===== config.mk =====
export PLATFORM = sky130hd
export DESIGN_NAME = imem_boot_loader
export DESIGN_NICKNAME = d
export VERILOG_FILES = /design/src/rtl/imem_boot_loader.sv
export SDC_FILE = /design/constraint.sdc
export NUM_CORES = 1
export LEC_CHECK = 0
export CORE_ASPECT_RATIO = 2
export CORE_MARGIN = 2
export CORE_UTILIZATION = 29
export CTS_CLUSTER_DIAMETER = 150
export CTS_CLUSTER_SIZE = 16
export DETAILED_ROUTE_END_ITERATION = 10
export SETUP_SLACK_MARGIN = 0.05
export SLEW_MARGIN = 0
export SYNTH_ARGS = -nofsm -noshare
export SYNTH_HDL_FRONTEND = slang
export SYNTH_SLANG_ARGS = --single-unit

===== constraint.sdc =====
create_clock -name CLK -period 2.9 [get_ports CLK]
set_input_delay 0.58 -clock CLK [delete_from_list [all_inputs] [get_ports CLK]]
set_output_delay 0.58 -clock CLK [all_outputs]
set_load 0.005 [all_outputs]

===== src/rtl/imem_boot_loader.sv =====
// Purpose     : loads a framed byte-stream program image into instruction memory, holding the core in reset until the load verifies.
// Latency     : one imem write per 4 payload bytes, strobed the cycle after the word's 4th byte is accepted.
// Backpressure: in_ready is a pure function of state; in_valid gaps simply stall the loader, there is no timeout.
//
// Ports:
//   CLK, RST             single clock, synchronous active-high reset
//   start                one-cycle pulse; starts a load from IDLE, DONE or ERROR (ignored while busy)
//   in_valid/in_ready    byte handshake; in_data is taken when both are high
//   in_data              stream byte: LEN[7:0], LEN[15:8], 4*LEN payload bytes (little-endian words), CHK
//   imem_we              one-cycle write strobe per assembled word
//   imem_addr/imem_wdata word index (from 0) and word for the write
//   core_rst             reset to the core; low only in DONE
//   busy/done/error      status decoded from the state register
module imem_boot_loader #(
    parameter int ADDR_WIDTH = 6
) (
    input  logic                  CLK,
    input  logic                  RST,
    input  logic                  start,
    input  logic                  in_valid,
    input  logic [7:0]            in_data,
    output logic                  in_ready,
    output logic                  imem_we,
    output logic [ADDR_WIDTH-1:0] imem_addr,
    output logic [31:0]           imem_wdata,
    output logic                  core_rst,
    output logic                  busy,
    output logic                  done,
    output logic                  error
);

    // Word counts are kept 17 bits wide so a full 16-bit LEN can be compared
    // against the memory depth without truncation.
    localparam int          CNT_W   = 17;
    localparam logic [16:0] MAX_LEN = 17'(1) << ADDR_WIDTH;

    typedef enum logic [2:0] {
        S_IDLE  = 3'd0,
        S_LEN0  = 3'd1,
        S_LEN1  = 3'd2,
        S_DATA  = 3'd3,
        S_CHECK = 3'd4,
        S_DONE  = 3'd5,
        S_ERROR = 3'd6
    } state_t;

    state_t             state;
    state_t             next_state;

    logic [7:0]         len_lo;
    logic [CNT_W-1:0]   len_words;
    logic [CNT_W-1:0]   word_cnt;
    logic [1:0]         byte_cnt;
    logic [23:0]        word_buf;
    logic [7:0]         sum;

    logic               accept;
    logic               start_load;
    logic [CNT_W-1:0]   len_full;
    logic               word_last;

    // ------------------------------------------------------------------
    // Status outputs: Moore decode of the state register only.
    // ------------------------------------------------------------------
    always_comb begin
        in_ready = 1'b0;
        busy     = 1'b0;
        done     = 1'b0;
        error    = 1'b0;
        core_rst = 1'b1;
        case (state)
            S_LEN0, S_LEN1, S_DATA, S_CHECK: begin
                in_ready = 1'b1;
                busy     = 1'b1;
            end
            S_DONE: begin
                done     = 1'b1;
                core_rst = 1'b0;
            end
            S_ERROR: begin
                error    = 1'b1;
            end
            default: ;
        endcase
    end

    assign accept     = in_valid && in_ready;
    assign start_load = start && ((state == S_IDLE) || (state == S_DONE) || (state == S_ERROR));

    // Length as it will be once the high byte currently on in_data is taken.
    assign len_full   = {1'b0, in_data, len_lo};

    // True while the word being completed is the last one of the frame.
    assign word_last  = ((word_cnt + CNT_W'(1)) == len_words);

    // ------------------------------------------------------------------
    // FSM state register
    // ------------------------------------------------------------------
    always_ff @(posedge CLK) begin
        if (RST) begin
            state <= S_IDLE;
        end else begin
            state <= next_state;
        end
    end

    // ------------------------------------------------------------------
    // FSM next-state logic
    // ------------------------------------------------------------------
    always_comb begin
        next_state = state;
        case (state)
            S_IDLE: begin
                if (start) next_state = S_LEN0;
            end
            S_LEN0: begin
                if (accept) next_state = S_LEN1;
            end
            S_LEN1: begin
                if (accept) begin
                    // Lengths beyond the memory depth would wrap imem_addr.
                    if (len_full > MAX_LEN)
                        next_state = S_ERROR;
                    else if (len_full == '0)
                        next_state = S_CHECK;
                    else
                        next_state = S_DATA;
                end
            end
            S_DATA: begin
                if (accept && (byte_cnt == 2'd3) && word_last) next_state = S_CHECK;
            end
            S_CHECK: begin
                if (accept) next_state = (in_data == sum) ? S_DONE : S_ERROR;
            end
            S_DONE, S_ERROR: begin
                if (start) next_state = S_LEN0;
            end
            default: next_state = S_IDLE;
        endcase
    end

    // ------------------------------------------------------------------
    // Datapath: length capture, word assembly, checksum, memory write port.
    // Reset clears any partially assembled word and kills a pending strobe.
    // ------------------------------------------------------------------
    always_ff @(posedge CLK) begin
        if (RST) begin
            len_lo     <= '0;
            len_words  <= '0;
            word_cnt   <= '0;
            byte_cnt   <= '0;
            word_buf   <= '0;
            sum        <= '0;
            imem_we    <= 1'b0;
            imem_addr  <= '0;
            imem_wdata <= '0;
        end else begin
            imem_we <= 1'b0;

            if (start_load) begin
                len_lo    <= '0;
                len_words <= '0;
                word_cnt  <= '0;
                byte_cnt  <= '0;
                word_buf  <= '0;
                sum       <= '0;
            end

            case (state)
                S_LEN0: begin
                    if (accept) len_lo <= in_data;
                end
                S_LEN1: begin
                    if (accept) len_words <= len_full;
                end
                S_DATA: begin
                    if (accept) begin
                        sum      <= sum + in_data;
                        byte_cnt <= byte_cnt + 2'd1;
                        case (byte_cnt)
                            2'd0: word_buf[7:0]   <= in_data;
                            2'd1: word_buf[15:8]  <= in_data;
                            2'd2: word_buf[23:16] <= in_data;
                            default: begin
                                // Fourth byte completes the word; it goes
                                // straight to the write port, not the buffer.
                                imem_we    <= 1'b1;
                                imem_wdata <= {in_data, word_buf};
                                imem_addr  <= word_cnt[ADDR_WIDTH-1:0];
                                word_cnt   <= word_cnt + CNT_W'(1);
                            end
                        endcase
                    end
                end
                default: ;
            endcase
        end
    end

endmodule


==> Slide: Implementation Results <==
Physical Implementation Snapshot

Run status
  • Status: complete, no violations

CTS
  • Total CTS buffers: 17
  • Root Buffer: clkbuf_16
  • Maximum clock path buffer count: 2
  • H-tree levels: 4
  • Clock-pin slew on the worst setup and hold paths: ~0.060 ns

Critical path
  • Crit Path Category: reg -> reg
  • CP max-delay cell: or4_1
  • Bufs and invs on worst path: 0
  • Worst endpoint data arrival time: about 2.9 ns
  • CP Depth: 7
  • Worst setup EP type: flop
  • Critical Path RT: between 3 and 4 ns
  • Worst R2R Setup Slack: approximately 0.3 ns
  • FF-to-FF path depth: 7
  • Crit path max fanout: 5
  • Setup crit end: state[0]
  • Worst r2r src: word_cnt[0]
  • CP peak stage delay: ~0.47 ns

Yosys
  • Adder-Cell Fraction of Synth Area: between 3 and 4%
  • Nets at Floorplan: 739
  • Top-count cell post-synth: nand2_1
  • Synth logic family: simple AND/OR/NAND/NOR gates
  • Syn_area_per_cell: slightly below 8 µm²
  • Synth Flop Type: dfxtp_1
  • Post-synthesis cell count from yosys: slightly above 700
  • Post-synth EDFFs: 0
  • Seq cells post-synth: approximately 120
  • Synth Area in Simple Gates: 26.64%
  • Top cells by count: nand2_1 (153), dfxtp_1 (118), a21oi_1 (108)
  • XOR-XNOR Cells, Area Fraction: 4.424%
  • Yosys Chip Area: about 5500 µm²
  • Synthesized instance count: 713
  • Post-synth top area cell: dfxtp_1

Power
  • Gate power share: between 15 and 20%
  • PD cells: approximately 660 nW/µm²
  • Comb. pwr: 0.000853 W
  • Static Leakage: ~2.5 nW
  • Switching share of power: between 20 and 30%
  • Clk pwr: approximately 0.0021 W
  • Clock share of power: between 40% and 50%
  • Total design power: 0.004670 W
  • Seq pwr share: between 30% and 40%
  • Seq pwr: roughly 0.0017 W
  • Max VDD drop: between 400 and 500 µV
  • P_int: around 0.0033 W

Layout
  • Most frequent cells in the layout: nand2_1 (153), dfxtp_1 (118), a21oi_1 (108), nand3_1 (68), clkdlybuf4s50_1 (54)
  • Antenna diodes: 0
  • Most instantiated logic cell after routing: nand2_1
  • Share of cells above drive strength 1: ~10%
  • Finished Layout Cells: between 1,000 and 1,500
  • Area added between synthesis and finish: 27.90%
  • Final net count: 797
  • Finished layout cell area: ~7100 µm²
  • FILL cells: slightly below 2,000

Final timing
  • Fmax: around 380 MHz
  • Hold slack: roughly 0.45 ns
  • Setup violations, final: 0
  • Part of the cycle the worst path needs: 89.84%
  • Tightest Pin Transition: between 0.6 and 0.7 ns
  • RSZ-0062 raised after global routing: no
  • Setup_tns: 0 ns
  • Headroom to the max-slew limit: a little under three fifths

Global route
  • Initial antenna violation count: 0
  • Vias in the first global route: just over 5,000
  • First-pass GRT wire length: 25.98 mm
  • Tot GR Track Use: ~17%
  • Largest net degree at the start of global routing: around 60

Placement
  • Worst slack, placed: 0.009186 ns
  • Final HPWL DP: 11.64 mm
  • Post-Place Cell Area: approximately 6500 µm²
  • PortBufs: ~55
  • Placed insts: 1,007
  • GP Congestion: just under 0.9

Detailed routing
  • DRC marker count from the first detailed-route iteration: 303
  • Initial DRT Pass Iterations: 6
  • # DRC: 0
  • Vias: a little over 5,000
  • Via density per instance: 4.961

Job
  • Max-Cap Viols: 0

Die
  • Rows: just over 70
  • Ports: roughly 56
  • Horiz. Die Dim: 101.8 µm
  • Die H: about 200 µm

Min path
  • Worst Hold End: imem_wdata[21]
  • Hold path depth: 2
  • Min-Delay Startpoint: word_buf[21]
[flip-flops by register name, summed over array words and instances, names as in the netlist]
signal / cells
byte_cnt: 2
imem_addr: 6
imem_wdata: 32
imem_we: 1
len_lo: 8
len_words: 17
state: 3
sum: 8
word_buf: 24
word_cnt: 17
[routing by layer]
layer  share of wire, %  up-vias  track usage [%]  wire length (µm)
li1                   -     2591                -                 -
met1                 36     2416            16.45              5834
met2                 57      111            31.38              9133
met3                2.8       36            2.938               453
met4                4.3        0            9.109               690
met5                  0        -                0                 0
[area by class of cell]
type                    count  area, µm²  area share, %
clock inverters            13      148.9          2.100
well taps                 255      319.1          4.501
flip-flops and latches    118       2362          33.32
inverters                  12      45.04         0.6354
repair buffers             94      853.3          12.04
multi-input cells         528       2918          41.16
clock buffers              19      442.9          6.248
==> images/route_heat.png <==
The die is cut into 20 by 40 equal tiles; dark purple is low, yellow is high, scaled to the fullest tile. Values are wire area over tile area, all layers added.
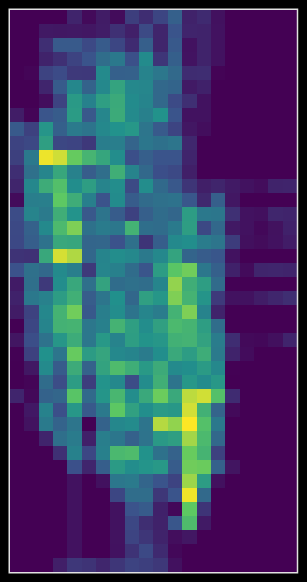
The densest ninth of the die: center. 32% of the tiles are nearly empty. 16% of the tiles are over half the peak. The emptiest ninth of the die: north-east. The fullest tile reaches 0.53.

==> images/clock_nets.png <==
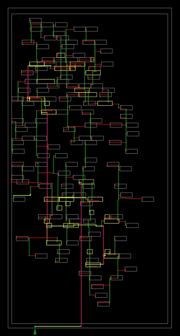
Clk Latency, worst-skew pair: 0.42 ns
skew final: 0.01476 ns
registers: 118
Num Clock Sinks: 118

==> images/layers.png <==
Only two layers are drawn.
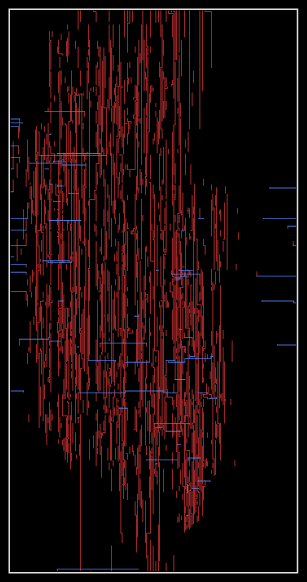
Key: blue = M3 [wire length 453 µm]; red = M2 [wire length 9,130 µm]

==> images/ff_map.png <==
The bar under the picture is 20 µm long. Other sequential cells in the stronger gray, the rest of the logic in the fainter gray.
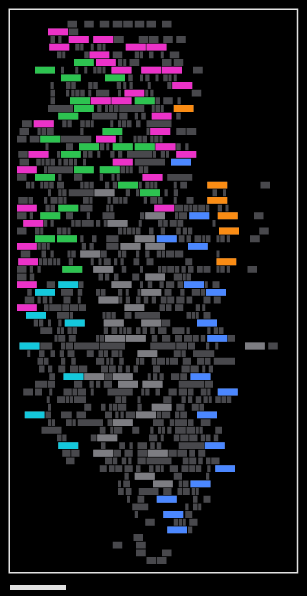
Key: cyan = sum [placed flops 8, where west]; blue = word_cnt [placed flops 17]; green = word_buf [placed flops 24]; magenta = imem_wdata [placed flops 32]; orange = imem_addr [placed flops 6]

==> images/util_map.png <==
The bar under the picture is 20 µm long. The die is cut into 10 by 20 equal tiles; dark purple is low, yellow is high, 0 to 100% covered.
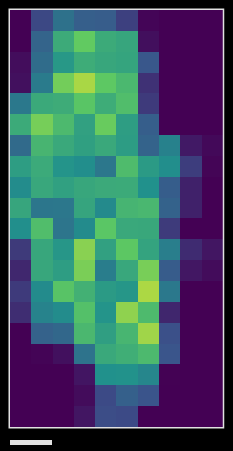
The fullest tile reaches 87%. The emptiest ninth of the die: north-east. 28% of the tiles are nearly empty.
Initial Util: 29.57%
Core ar.: 18,740 µm²

Power and IR drop assume default switching activity.
